===== src/rtl/clk_sched_pkg.sv =====
// Shared types and constants for the clock-enable scheduler.
package clk_sched_pkg;

    localparam int unsigned DivWDefault = 8;
    localparam int unsigned TickCountW  = 16;

    typedef enum logic [1:0] {
        StHalt = 2'd0,
        StRun  = 2'd1,
        StStep = 2'd2
    } sched_state_e;

endpackage


===== src/rtl/clk_en_scheduler_if.sv =====
// Control/status bundle between a console master and the clock-enable scheduler.
interface clk_en_scheduler_if #(
    parameter int unsigned DIV_W = clk_sched_pkg::DivWDefault
);
    import clk_sched_pkg::*;

    logic [DIV_W-1:0]      div_i;
    logic                  div_load_i;
    logic                  run_i;
    logic                  step_req_i;
    logic                  step_ack_o;
    logic                  tick_o;
    logic                  phase_o;
    logic                  running_o;
    logic [DIV_W-1:0]      div_active_o;
    logic [TickCountW-1:0] tick_count_o;

    modport master (
        output div_i, div_load_i, run_i, step_req_i,
        input  step_ack_o, tick_o, phase_o, running_o, div_active_o, tick_count_o
    );

    modport slave (
        input  div_i, div_load_i, run_i, step_req_i,
        output step_ack_o, tick_o, phase_o, running_o, div_active_o, tick_count_o
    );

endinterface


===== src/rtl/clk_sched_period_ctr.sv =====
// Period counter: counts 0..d-1 while enabled, flags the wrap cycle, registers the phase.
module clk_sched_period_ctr #(
    parameter int unsigned DIV_W = 8
) (
    input  logic             clk_in,
    input  logic             rst,
    input  logic             en_i,
    input  logic [DIV_W-1:0] d_i,
    output logic [DIV_W-1:0] cnt_o,
    output logic             wrap_o,
    output logic             phase_o
);

    logic [DIV_W-1:0] cnt_q, cnt_d;
    logic             phase_q, phase_d;
    logic             wrap;

    always_comb begin
        wrap  = en_i && (cnt_q == d_i - DIV_W'(1));
        cnt_d = '0;
        if (en_i && !wrap) begin
            cnt_d = cnt_q + DIV_W'(1);
        end
        // cnt_d == 0 covers halt, d == 1 and a divisor change at the boundary
        phase_d = (cnt_d == '0) || (cnt_d < (d_i >> 1));
    end

    always_ff @(posedge clk_in) begin
        if (rst) begin
            cnt_q   <= '0;
            phase_q <= 1'b1;
        end else begin
            cnt_q   <= cnt_d;
            phase_q <= phase_d;
        end
    end

    assign cnt_o   = cnt_q;
    assign wrap_o  = wrap;
    assign phase_o = phase_q;

endmodule


===== src/rtl/clk_en_scheduler.sv =====
// Clock-enable scheduler: run/halt/step FSM with boundary-deferred divisor changes.
// Optional tick counter enabled by defining CLK_EN_SCHED_TICK_COUNT_EN.
module clk_en_scheduler
    import clk_sched_pkg::*;
#(
    parameter int unsigned DIV_W       = DivWDefault,
    parameter int unsigned DEFAULT_DIV = 4
) (
    input logic               clk_in,
    input logic               rst,
    clk_en_scheduler_if.slave bus
);

    sched_state_e     state_q, state_d;
    logic [DIV_W-1:0] pend_q, pend_d;
    logic             pend_valid_q, pend_valid_d;
    logic [DIV_W-1:0] div_active_q, div_active_d;
    logic             step_ack_q, step_ack_d;
    logic [DIV_W-1:0] eff_div;
    logic [DIV_W-1:0] cnt;
    logic             wrap;
    logic             phase;
    logic             apply;

    assign eff_div = (div_active_q == '0) ? DIV_W'(1) : div_active_q;

    clk_sched_period_ctr #(
        .DIV_W (DIV_W)
    ) u_period_ctr (
        .clk_in  (clk_in),
        .rst     (rst),
        .en_i    (state_q != StHalt),
        .d_i     (eff_div),
        .cnt_o   (cnt),
        .wrap_o  (wrap),
        .phase_o (phase)
    );

    always_comb begin
        state_d    = state_q;
        step_ack_d = 1'b0;
        unique case (state_q)
            StHalt: begin
                if (bus.step_req_i) begin
                    state_d = StStep;
                end else if (bus.run_i) begin
                    state_d = StRun;
                end
            end
            StRun: begin
                if (wrap && !bus.run_i) begin
                    state_d = StHalt;
                end
            end
            StStep: begin
                if (wrap) begin
                    state_d    = bus.run_i ? StRun : StHalt;
                    step_ack_d = 1'b1;
                end
            end
            default: state_d = StHalt;
        endcase
    end

    // A load coinciding with a boundary still lets the older pending value apply first
    always_comb begin
        pend_d       = pend_q;
        pend_valid_d = pend_valid_q;
        div_active_d = div_active_q;
        apply        = pend_valid_q && (wrap || (state_q == StHalt));
        if (apply) begin
            div_active_d = pend_q;
            pend_valid_d = 1'b0;
        end
        if (bus.div_load_i) begin
            pend_d       = bus.div_i;
            pend_valid_d = 1'b1;
        end
    end

    always_ff @(posedge clk_in) begin
        if (rst) begin
            state_q      <= StHalt;
            pend_q       <= '0;
            pend_valid_q <= 1'b0;
            div_active_q <= DIV_W'(DEFAULT_DIV);
            step_ack_q   <= 1'b0;
        end else begin
            state_q      <= state_d;
            pend_q       <= pend_d;
            pend_valid_q <= pend_valid_d;
            div_active_q <= div_active_d;
            step_ack_q   <= step_ack_d;
        end
    end

`ifdef CLK_EN_SCHED_TICK_COUNT_EN
    logic [TickCountW-1:0] tick_cnt_q, tick_cnt_d;

    always_comb begin
        tick_cnt_d = tick_cnt_q + TickCountW'(wrap);
    end

    always_ff @(posedge clk_in) begin
        if (rst) begin
            tick_cnt_q <= '0;
        end else begin
            tick_cnt_q <= tick_cnt_d;
        end
    end

    assign bus.tick_count_o = tick_cnt_q;
`else
    assign bus.tick_count_o = '0;
`endif

    assign bus.tick_o       = wrap;
    assign bus.phase_o      = phase;
    assign bus.running_o    = (state_q != StHalt);
    assign bus.step_ack_o   = step_ack_q;
    assign bus.div_active_o = div_active_q;

    halt_holds_cnt : assert property (@(posedge clk_in) disable iff (rst)
        (state_q == StHalt) |-> (cnt == '0));

endmodule


===== src/flat_wrapper.sv =====
// flat-port wrapper written by rule: the top's interface ports become plain ports
module clk_en_scheduler_flat import clk_sched_pkg::*;
#(
    parameter int unsigned DIV_W       = DivWDefault,
    parameter int unsigned DEFAULT_DIV = 4
)
  (clk_in, rst, bus_div_i, bus_div_load_i, bus_run_i, bus_step_req_i, bus_step_ack_o, bus_tick_o, bus_phase_o, bus_running_o, bus_div_active_o, bus_tick_count_o);
  clk_en_scheduler_if #(.DIV_W(DIV_W)) bus_i ();
  input logic clk_in;
  input logic rst;
  input wire logic [$bits(bus_i.div_i)-1:0] bus_div_i;
  input wire logic [$bits(bus_i.div_load_i)-1:0] bus_div_load_i;
  input wire logic [$bits(bus_i.run_i)-1:0] bus_run_i;
  input wire logic [$bits(bus_i.step_req_i)-1:0] bus_step_req_i;
  output wire logic [$bits(bus_i.step_ack_o)-1:0] bus_step_ack_o;
  output wire logic [$bits(bus_i.tick_o)-1:0] bus_tick_o;
  output wire logic [$bits(bus_i.phase_o)-1:0] bus_phase_o;
  output wire logic [$bits(bus_i.running_o)-1:0] bus_running_o;
  output wire logic [$bits(bus_i.div_active_o)-1:0] bus_div_active_o;
  output wire logic [$bits(bus_i.tick_count_o)-1:0] bus_tick_count_o;
  assign bus_i.div_i = bus_div_i;
  assign bus_i.div_load_i = bus_div_load_i;
  assign bus_i.run_i = bus_run_i;
  assign bus_i.step_req_i = bus_step_req_i;
  assign bus_step_ack_o = bus_i.step_ack_o;
  assign bus_tick_o = bus_i.tick_o;
  assign bus_phase_o = bus_i.phase_o;
  assign bus_running_o = bus_i.running_o;
  assign bus_div_active_o = bus_i.div_active_o;
  assign bus_tick_count_o = bus_i.tick_count_o;
  clk_en_scheduler #(.DIV_W(DIV_W), .DEFAULT_DIV(DEFAULT_DIV)) u_core (.clk_in(clk_in), .rst(rst), .bus(bus_i));
endmodule

===== config.mk =====
export PLATFORM = sky130hd
export DESIGN_NAME = clk_en_scheduler_flat
export DESIGN_NICKNAME = d
export VERILOG_FILES = /design/src/rtl/clk_sched_pkg.sv /design/src/rtl/clk_en_scheduler_if.sv /design/src/rtl/clk_sched_period_ctr.sv /design/src/rtl/clk_en_scheduler.sv /design/src/flat_wrapper.sv
export SDC_FILE = /design/constraint.sdc
export NUM_CORES = 1
export LEC_CHECK = 0
export ABC_CLOCK_PERIOD_IN_PS = 9900
export CAP_MARGIN = 0
export CORE_MARGIN = 5
export CORE_UTILIZATION = 54
export DETAILED_ROUTE_END_ITERATION = 8
export MAX_ROUTING_LAYER = met4
export PLACE_DENSITY = 0.84
export REMOVE_ABC_BUFFERS = 1
export SYNTH_ARGS = -nofsm -noshare
export SYNTH_HDL_FRONTEND = slang
export SYNTH_SLANG_ARGS = --single-unit

===== constraint.sdc =====
create_clock -name clk_in -period 9.9 [get_ports clk_in]
set_input_delay 1.485 -clock clk_in [delete_from_list [all_inputs] [get_ports clk_in]]
set_output_delay 1.485 -clock clk_in [all_outputs]
set_load 0.02 [all_outputs]

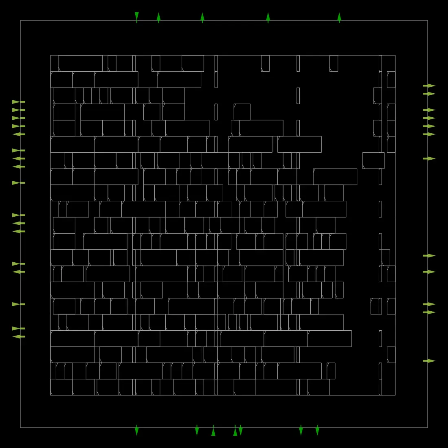
*Placed standard cells*
flop count: 29
CORE AREA: 3310 um^2
Rows: 21
flop share of the area: 27.8%
final core utilization: 63.0%

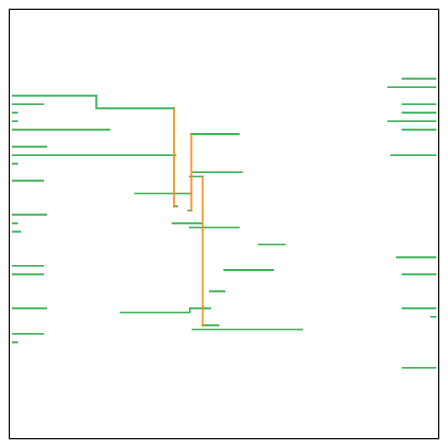
*Wiring by layer*
Two of the layers only.
| layer | colour | wire length |
|---|---|---|
| metal 4 | orange | 51.7 um |
| metal 3 | green | 268 um |
via count: 1407
per-cell routed wire length: 12.5 um
drt total wl: 3.48 mm
Total GRT Usage: 17.2%

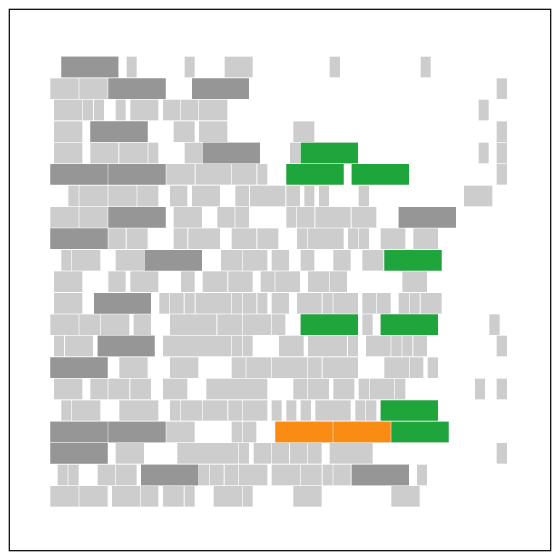
*Sequential cells grouped by signal name*
Other sequential cells in the stronger grey, the rest of the logic in the fainter grey.
| netlist name | colour | sequential cells |
|---|---|---|
| `u_core.u_period_ctr.cnt_o` | green | 8 |
| `u_core.state_q` | orange | 2 |
not coloured: 19
Seq. pwr: 129 uW
FF/Latch Area: 581 um^2

==> run notes <==
run results: cell mode on critical path=nor3_1, internal power=192 uW, most common cell in the netlist=nor2_1, largest net degree at the start of global routing=31, met1 Use GR=about a fifth, yosys stat chip area=1840 um^2, initial antenna violation count=0, Initial Util=55.7%, count of library flops with an enable pin=0, Die ar.=roughly 4700 um^2, AND/OR/NAND/NOR Cells, Area Fraction=about 23%, IO buf count=24, flop2flop setup slack=6.23 ns, Final setup viols=0, commonest non-fill, non-tap cells in the layout=34 x nor2_1, 29 x dfxtp_1, 24 x clkdlybuf4s50_1, 16 x mux2i_1, 16 x conb_1, distinct lib cells=around 50, CTS tree=built, Hold Path End=u_core.bus.div_active_o[4], cts bufs inserted=5, die height=about 68 um, Final Non-Filler Cells=277, Fmax=0.209 GHz, Area Overhead vs Synth=13.1%, via density per instance=slightly above 5, CP max stage delay=0.62 ns, pre-CTS setup slack=~5.5 ns, met3 WL=268 um, period utilization=48.3%, TritonCTS Sinks=29, min-delay src=u_core.pend_q[4], Clock Skews=0.00397 ns, Post-synth regs=29, fin. max-slew vios=0, MUX area fraction=8.68%, Net Switching=86.0 uW, critical path fanouts, max=7, Worst R2R End=u_core.u_period_ctr.phase_o, Crit path max-delay family=simple AND/OR/NAND/NOR gates, AO/OA Area Share=14.1%, Worst-Margin Slew=0.865 ns, DP Cell Count=269, Max VDD drop=98.2 uV, antenna viol nets, final=0, Mapped Avg Cell Area=8.78 um^2, Gates resized, CTS repair=0, cells after synthesis=between 200 and 250, CP cell instances=nor4_2 > a21oi_1 > ha_1 > xnor2_1 > a221o_1 > nor3_1 > o211ai_4 > nor3_1 > clkdlybuf4s50_1, first-pass GRT wire length=5.80 mm, clock network fraction of design power=29.6%, status=finished, final reports clean, RSZ-0062 raised after global routing=false, Pwr Density=~130 nW/um^2, DRT iter0 DRCs=62, yosys warns=0, number of global-route vias before repair=1334, slew margin rel.=42.2%
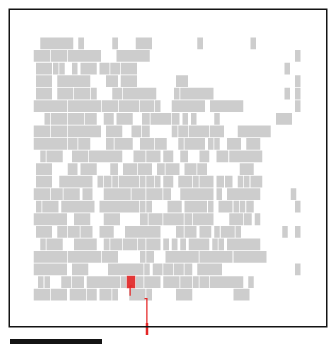
*I/O nets highlighted*
The bar under the picture is 20 um long.
| port | colour | direction | end cells | buffers | wire |
|---|---|---|---|---|---|
| `bus_tick_o` | red | output | 1 | 1 | 8.60 um |

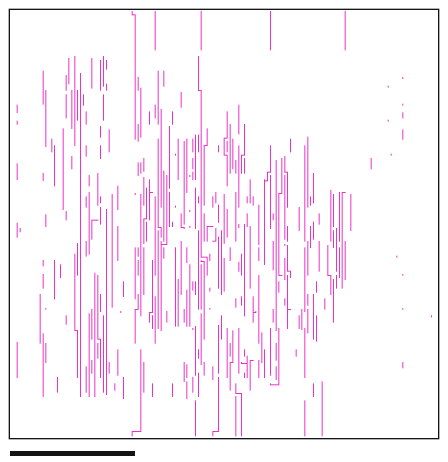
*The metal 2 layer*
The bar under the picture is 20 um long.
longest straight run: 51.7 um
nets with wire on the layer: 203
grt met2 use: 26.1%

==> logic make-up after synthesis <==
| group | after synthesis |
|---|---|
| AND/OR/NAND/NOR | 77 |
| buffers and inverters | 36 |
| AND-OR/OR-AND | 32 |
| flip-flops | 29 |
| multiplexers | 16 |
| XOR/XNOR | 12 |
| adder cells (fa/ha/maj) | 7 |
| other | 1 |
==> flip-flops by register name (all words and copies together) (netlist names) <==
register                     cells
u_core.bus.step_ack_o            1
u_core.pend_valid_q              1
u_core.pend_q                    8
u_core.bus.div_active_o          8
u_core.u_period_ctr.cnt_o        8
u_core.u_period_ctr.phase_o      1
u_core.state_q                   2
==> layout make-up <==
class / instances / area, um^2
flip-flops and latches: 29 / 581
well taps: 46 / 57.6
clock buffers: 7 / 65.1
multi-input cells: 160 / 1100
fillers: 286 / 1220
repair buffers: 24 / 240
clock inverters: 1 / 5.00
inverters: 10 / 37.5
==> worst min-delay path: cells and delay by family (launching register included) <==
family / cells / cell delay, ns
DFF: 1 / 0.32
and+or+nand+nor: 1 / 0.06
muxes: 1 / 0.06
==> power groups by stage <==
stage          Combinational (mW)  Clock (mW)  Sequential, mW
6_report                   0.0671      0.0824           0.129
5_1_grt                    0.0734      0.0906           0.130
4_1_cts                    0.0672      0.0844           0.129
3_3_place_gp               0.0661           0           0.131
3_5_place_dp               0.0667           0           0.131
2_1_floorplan              0.0462           0           0.132
==> worst max path at each step <==
stage               cells past startpoint  slack [ns]    endpoint
finish                                  9        5.12  bus_tick_o
global route                            9        4.86  bus_tick_o
CTS                                     9        5.11  bus_tick_o
detailed placement                      9        5.53  bus_tick_o
global placement                        9        5.59  bus_tick_o
floorplan                               8        5.88  bus_tick_o
No activity file was given, so power comes from the tool's default toggle rates.
